[config.mk]
export PLATFORM = sky130hd
export DESIGN_NAME = four12_unpack_flat
export DESIGN_NICKNAME = d
export VERILOG_FILES = /design/src/rtl/four12_unpack_if.sv /design/src/rtl/four12_unpack.sv /design/src/flat_wrapper.sv
export SDC_FILE = /design/constraint.sdc
export NUM_CORES = 1
export LEC_CHECK = 0
export ABC_AREA = 1
export CORE_MARGIN = 5
export CORE_UTILIZATION = 55
export CTS_CLUSTER_SIZE = 14
export DETAILED_ROUTE_END_ITERATION = 8
export HOLD_SLACK_MARGIN = 0.05
export PLACE_DENSITY_LB_ADDON = 0.08
export SLEW_MARGIN = 0
export SYNTH_ARGS = -nofsm -noshare
export SYNTH_HDL_FRONTEND = slang
export SYNTH_SLANG_ARGS = --single-unit
export TNS_END_PERCENT = 5
[constraint.sdc]
create_clock -name clk_i -period 11.7 [get_ports clk_i]
set_input_delay 2.34 -clock clk_i [delete_from_list [all_inputs] [get_ports clk_i]]
set_output_delay 2.34 -clock clk_i [all_outputs]
set_load 0.005 [all_outputs]
[src/rtl/four12_unpack_if.sv]
// Handshake bundle for four12_unpack: a 48-bit packed FOUR12 word with lane carries in,
// and a 12-bit lane stream out.
interface four12_unpack_if;
    logic [47:0] in_data_i;
    logic [3:0]  in_carry_i;
    logic        in_valid_i;
    logic        in_ready_o;
    logic [11:0] out_data_o;
    logic [1:0]  out_lane_o;
    logic        out_ovf_o;
    logic        out_last_o;
    logic        out_valid_o;
    logic        out_ready_i;

    modport slave (
        input  in_data_i, in_carry_i, in_valid_i,
        output in_ready_o,
        output out_data_o, out_lane_o, out_ovf_o, out_last_o, out_valid_o,
        input  out_ready_i
    );

    modport master (
        output in_data_i, in_carry_i, in_valid_i,
        input  in_ready_o,
        input  out_data_o, out_lane_o, out_ovf_o, out_last_o, out_valid_o,
        output out_ready_i
    );
endinterface

[src/rtl/four12_unpack.sv]
// Serializes a FOUR12 packed adder result into four 12-bit lanes with carry-based overflow flags.
// Optional macro FOUR12_UNPACK_SAT_EN clamps flagged lanes (0xFFF for CARRY_POL=1, 0x000 for 0).
module four12_unpack #(
    parameter string LANE_ORDER = "LSB_FIRST",
    parameter bit    CARRY_POL  = 1'b1
) (
    input  logic           clk_i,
    input  logic           rst_i,
    four12_unpack_if.slave bus
);
    localparam bit MSB_FIRST_C = (LANE_ORDER == "MSB_FIRST");

    logic [47:0] r_cur_data;
    logic [3:0]  r_cur_carry;
    logic        r_cur_valid;
    logic [1:0]  r_step;
    logic [47:0] r_nxt_data;
    logic [3:0]  r_nxt_carry;
    logic        r_nxt_valid;

    logic        w_in_ready;
    logic        w_accept;
    logic        w_fire;
    logic        w_last_fire;
    logic        w_to_cur;
    logic [1:0]  w_lane;
    logic [11:0] w_raw;
    logic        w_ovf;
    logic [11:0] w_data;

    function automatic logic [11:0] lane_slice(input logic [47:0] word, input logic [1:0] k);
        logic [11:0] v;
        case (k)
            2'd0:    v = word[11:0];
            2'd1:    v = word[23:12];
            2'd2:    v = word[35:24];
            2'd3:    v = word[47:36];
            default: v = 12'h000;
        endcase
        return v;
    endfunction

    // Handshake decode and output lane selection
    always_comb begin
        w_in_ready  = !r_nxt_valid && !rst_i;
        w_accept    = bus.in_valid_i && w_in_ready;
        w_fire      = r_cur_valid && bus.out_ready_i;
        w_last_fire = w_fire && (r_step == 2'd3);
        // an accepted word can only arrive with nxt empty, so cur takes it whenever cur frees up
        w_to_cur    = !r_cur_valid || w_last_fire;
        if (MSB_FIRST_C) begin
            w_lane = 2'd3 - r_step;
        end else begin
            w_lane = r_step;
        end
        w_raw = lane_slice(r_cur_data, w_lane);
        w_ovf = r_cur_valid && (r_cur_carry[w_lane] == CARRY_POL);
`ifdef FOUR12_UNPACK_SAT_EN
        if (w_ovf) begin
            w_data = CARRY_POL ? 12'hFFF : 12'h000;
        end else begin
            w_data = w_raw;
        end
`else
        w_data = w_raw;
`endif
    end

    // Occupancy flags and lane step counter
    always_ff @(posedge clk_i) begin
        if (rst_i) begin
            r_cur_valid <= 1'b0;
            r_nxt_valid <= 1'b0;
            r_step      <= 2'd0;
        end else begin
            if (w_last_fire) begin
                r_step <= 2'd0;
                if (r_nxt_valid) begin
                    r_cur_valid <= 1'b1;
                    r_nxt_valid <= 1'b0;
                end else begin
                    r_cur_valid <= w_accept;
                end
            end else begin
                if (w_fire) begin
                    r_step <= r_step + 2'd1;
                end
                if (!r_cur_valid && w_accept) begin
                    r_cur_valid <= 1'b1;
                end
            end
            if (w_accept && !w_to_cur) begin
                r_nxt_valid <= 1'b1;
            end
        end
    end

    // Word payload registers; contents are don't-care while their valid flag is low
    always_ff @(posedge clk_i) begin
        if (w_last_fire && r_nxt_valid) begin
            r_cur_data  <= r_nxt_data;
            r_cur_carry <= r_nxt_carry;
        end else if (w_accept && w_to_cur) begin
            r_cur_data  <= bus.in_data_i;
            r_cur_carry <= bus.in_carry_i;
        end
        if (w_accept && !w_to_cur) begin
            r_nxt_data  <= bus.in_data_i;
            r_nxt_carry <= bus.in_carry_i;
        end
    end

    assign bus.in_ready_o  = w_in_ready;
    assign bus.out_valid_o = r_cur_valid;
    assign bus.out_data_o  = w_data;
    assign bus.out_lane_o  = w_lane;
    assign bus.out_ovf_o   = w_ovf;
    assign bus.out_last_o  = r_cur_valid && (r_step == 2'd3);
endmodule

[src/flat_wrapper.sv]
// flat-port wrapper written by rule: the top's interface ports become plain ports
module four12_unpack_flat 
#(
    parameter string LANE_ORDER = "         ",
    parameter bit    CARRY_POL  = 1'b1
)
  (clk_i, rst_i, bus_in_data_i, bus_in_carry_i, bus_in_valid_i, bus_in_ready_o, bus_out_data_o, bus_out_lane_o, bus_out_ovf_o, bus_out_last_o, bus_out_valid_o, bus_out_ready_i);
  four12_unpack_if bus_i ();
  input  logic clk_i;
  input  logic rst_i;
  input wire logic [$bits(bus_i.in_data_i)-1:0] bus_in_data_i;
  input wire logic [$bits(bus_i.in_carry_i)-1:0] bus_in_carry_i;
  input wire logic [$bits(bus_i.in_valid_i)-1:0] bus_in_valid_i;
  output wire logic [$bits(bus_i.in_ready_o)-1:0] bus_in_ready_o;
  output wire logic [$bits(bus_i.out_data_o)-1:0] bus_out_data_o;
  output wire logic [$bits(bus_i.out_lane_o)-1:0] bus_out_lane_o;
  output wire logic [$bits(bus_i.out_ovf_o)-1:0] bus_out_ovf_o;
  output wire logic [$bits(bus_i.out_last_o)-1:0] bus_out_last_o;
  output wire logic [$bits(bus_i.out_valid_o)-1:0] bus_out_valid_o;
  input wire logic [$bits(bus_i.out_ready_i)-1:0] bus_out_ready_i;
  assign bus_i.in_data_i = bus_in_data_i;
  assign bus_i.in_carry_i = bus_in_carry_i;
  assign bus_i.in_valid_i = bus_in_valid_i;
  assign bus_in_ready_o = bus_i.in_ready_o;
  assign bus_out_data_o = bus_i.out_data_o;
  assign bus_out_lane_o = bus_i.out_lane_o;
  assign bus_out_ovf_o = bus_i.out_ovf_o;
  assign bus_out_last_o = bus_i.out_last_o;
  assign bus_out_valid_o = bus_i.out_valid_o;
  assign bus_i.out_ready_i = bus_out_ready_i;
  four12_unpack #(.LANE_ORDER(LANE_ORDER), .CARRY_POL(CARRY_POL)) u_core (.clk_i(clk_i), .rst_i(rst_i), .bus(bus_i));
endmodule
==> flow_metrics.tcl <==
# metrics dict for downstream scripts
set metrics [dict create \
    stdcell_area_mm2 0.00535 \
    global_route_wire_length_before_repair_mm 13.9 \
    postRouteAntennaNets 0 \
    grt_start_max_net_pins 56 \
    critPathKind "input pin to output port" \
    vias 2857 \
    drt_wl_total_mm 8.53 \
    cts.path.max_buffers 2 \
    ys_ff 108 \
    max_freq_mhz 173 \
    synth.yosys.seq_area_share_pct 73.4 \
    area_growth_pct 22.5 \
    run_status "complete, no violations" \
    p_per_area_mw_per_mm2 132 \
    final-comb-area_mm2 0.00106 \
    hold_path_class "flop to flop" \
    routedWlPerCell_um 15.3 \
    drt_drc_violations_left 0 \
    number_of_post_cts_setup_repair_buffers 0 \
    die_x_um 99.1 \
    seq_share_pct 59.9 \
    drtIter0Drc 176 \
    synth_top_flop_cell "edfxtp_1" \
    max-vdd-ir-drop_mv 0.0802 \
    cts_made_buffers 9 \
    placed_cell_area_mm2 0.00518 \
    drv_slew 0 \
    drt-pass1-iter-count 4 \
    synth.area.top_cells "edfxtp_1, nand2_1, dfxtp_1" \
    final.signal_buffer_count 75 \
    warning_count 29 \
    post_synth_most_frequent_cells "nand2_1, edfxtp_1, a21oi_1, nor2_1, a31oi_1" \
    gp_routability_congestion 0.833 \
    timing.final.crit_period_ps 5760 \
    antenna_cells_inserted 0 \
    grt_pass1_vias 2899 \
    path_delay_family "buffers and inverters" \
    layout_top_cells_excl_fill_tap "nand2_1, edfxtp_1, clkdlybuf4s50_1, a21oi_1, nor2_1" \
    number_of_enable_flip_flop_cells 104 \
    final-nonclk-buf-share_pct 14.0 \
    max-slew-margin-rel_pct 38.6 \
    final_min_period_over_clock_period_pct 49.3 \
    synth_stat.cells 381 \
    global_route.usage.total_pct 18.2 \
    fp_util_pct 56.4 \
    post-synth-top-area-cell "edfxtp_1" \
    data_required_time_at_the_worst_endpoint_ps 9360 \
    worstPathArrival_ps 3420 \
    multi_input_comb_cells 248 \
    placement.io_buffers 73 \
    core_area_mm2 0.00773 \
    yosys.stat.chipArea_mm2 0.00436 \
    std_cell_rows 32 \
    clk-insertion-delay-late_ps 360 \
    critical_path_buf_inv_count 2 \
    net_count_after_synthesis 441 \
    cpPeakStageDelay_ps 520 \
    leakage_nw 2.02 \
    grt_remaining_overflow 0 \
    non_clock_inverter_count 10 \
    setup_viol 0 \
    sequential_cell_total 108 \
    well_tap_cells 102 \
    timing.critical_path.to_type "output port" \
    synth.avg_cell_area_um2 11.4 \
    regArea_mm2 0.00320 \
    layout.nets 512 \
    fp.dieH_um 99.1 \
]
-- cell families after synthesis --
logic type | share of synthesized area, %
AOI/OAI and AO/OA | 3.79
adders and majority gates | 1.15
buffers and inverters | 2.61
and+or+nand+nor | 19.0
DFF | 73.4
-- per-layer routing --
metal / routed length, um / global-route usage [%] / up-vias
met5: 0 / 0 / -
met4: 138 / 7.46 / 0
met3: 473 / 3.47 / 12
met2: 4240 / 30.4 / 81
met1: 3680 / 23.5 / 1338
li1: - / - / 1426
-- worst paths after layout --
path / from / to / slack, ps / cells after the start
hold / removal: u_core.r_nxt_data[24]$_DFFE_PP_ / u_core.r_cur_data[24]$_DFFE_PP_ / 520 / 2
setup reg to reg: u_core.bus.out_lane_o[0]$_SDFFE_PP0P_ / u_core.r_cur_data[11]$_DFFE_PP_ / 8440 / 4
hold reg to reg: u_core.r_nxt_data[24]$_DFFE_PP_ / u_core.r_cur_data[24]$_DFFE_PP_ / 520 / 2
setup / recovery: rst_i / bus_in_ready_o / 5940 / 3
-- per-stage QoR --
stage / instances / total power, mW / utilization [%] / hold slack (ps) / setup slack (ps)
floorplan: 381 / 0.474 / - / 487 / 4780
detailed placement: 543 / 0.513 / 67.0 / 496 / 5940
finish: 559 / 0.703 / 69.2 / 515 / 5940
global placement: 543 / 0.512 / 67.0 / 494 / 5970
global route: 559 / 0.730 / 69.2 / 535 / 5900
CTS: 559 / 0.708 / 69.2 / 519 / 5940
-- state kept, by name (all words and copies together) (netlist names) --
register                flops
u_core.r_nxt_carry          4
u_core.bus.out_lane_o       2
u_core.bus.out_valid_o      1
u_core.r_nxt_data          48
u_core.r_cur_data          48
u_core.r_nxt_valid          1
u_core.r_cur_carry          4
-- power by group --
part           internal (mW)  switching (mW)
clock network         0.0773           0.122
registers              0.438         0.00415
logic                 0.0330          0.0280
total                  0.549           0.154
==> images/metal_density.png <==
The die is cut into 20 by 20 equal tiles; dark blue is low, red is high, scaled to the fullest tile. Values are wire area over tile area, all layers added.
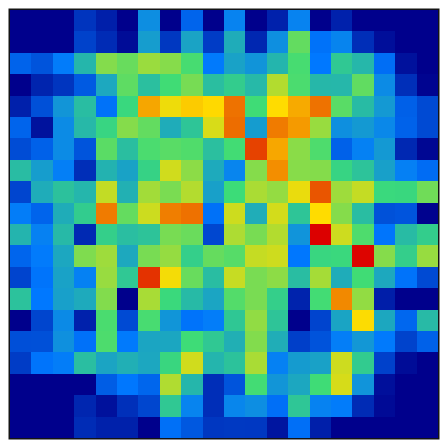
emptiest ninth of the die: lower left
tiles over half the peak: 28%
mean over tiles: 0.14

==> images/flops_by_reg.png <==
Scale bar: 20 um. Other sequential cells in the stronger grey, the rest of the logic in the fainter grey.
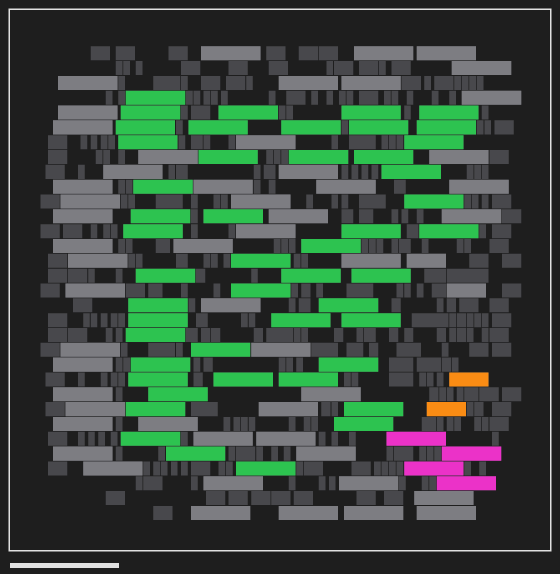
[green] u_core.r_cur_data | sequential cells: 48
[orange] u_core.bus.out_lane_o | sequential cells: 2
[magenta] u_core.r_cur_carry | sequential cells: 4 | where: lower right
not coloured: 54

Power is estimated from default activity; no workload was simulated.
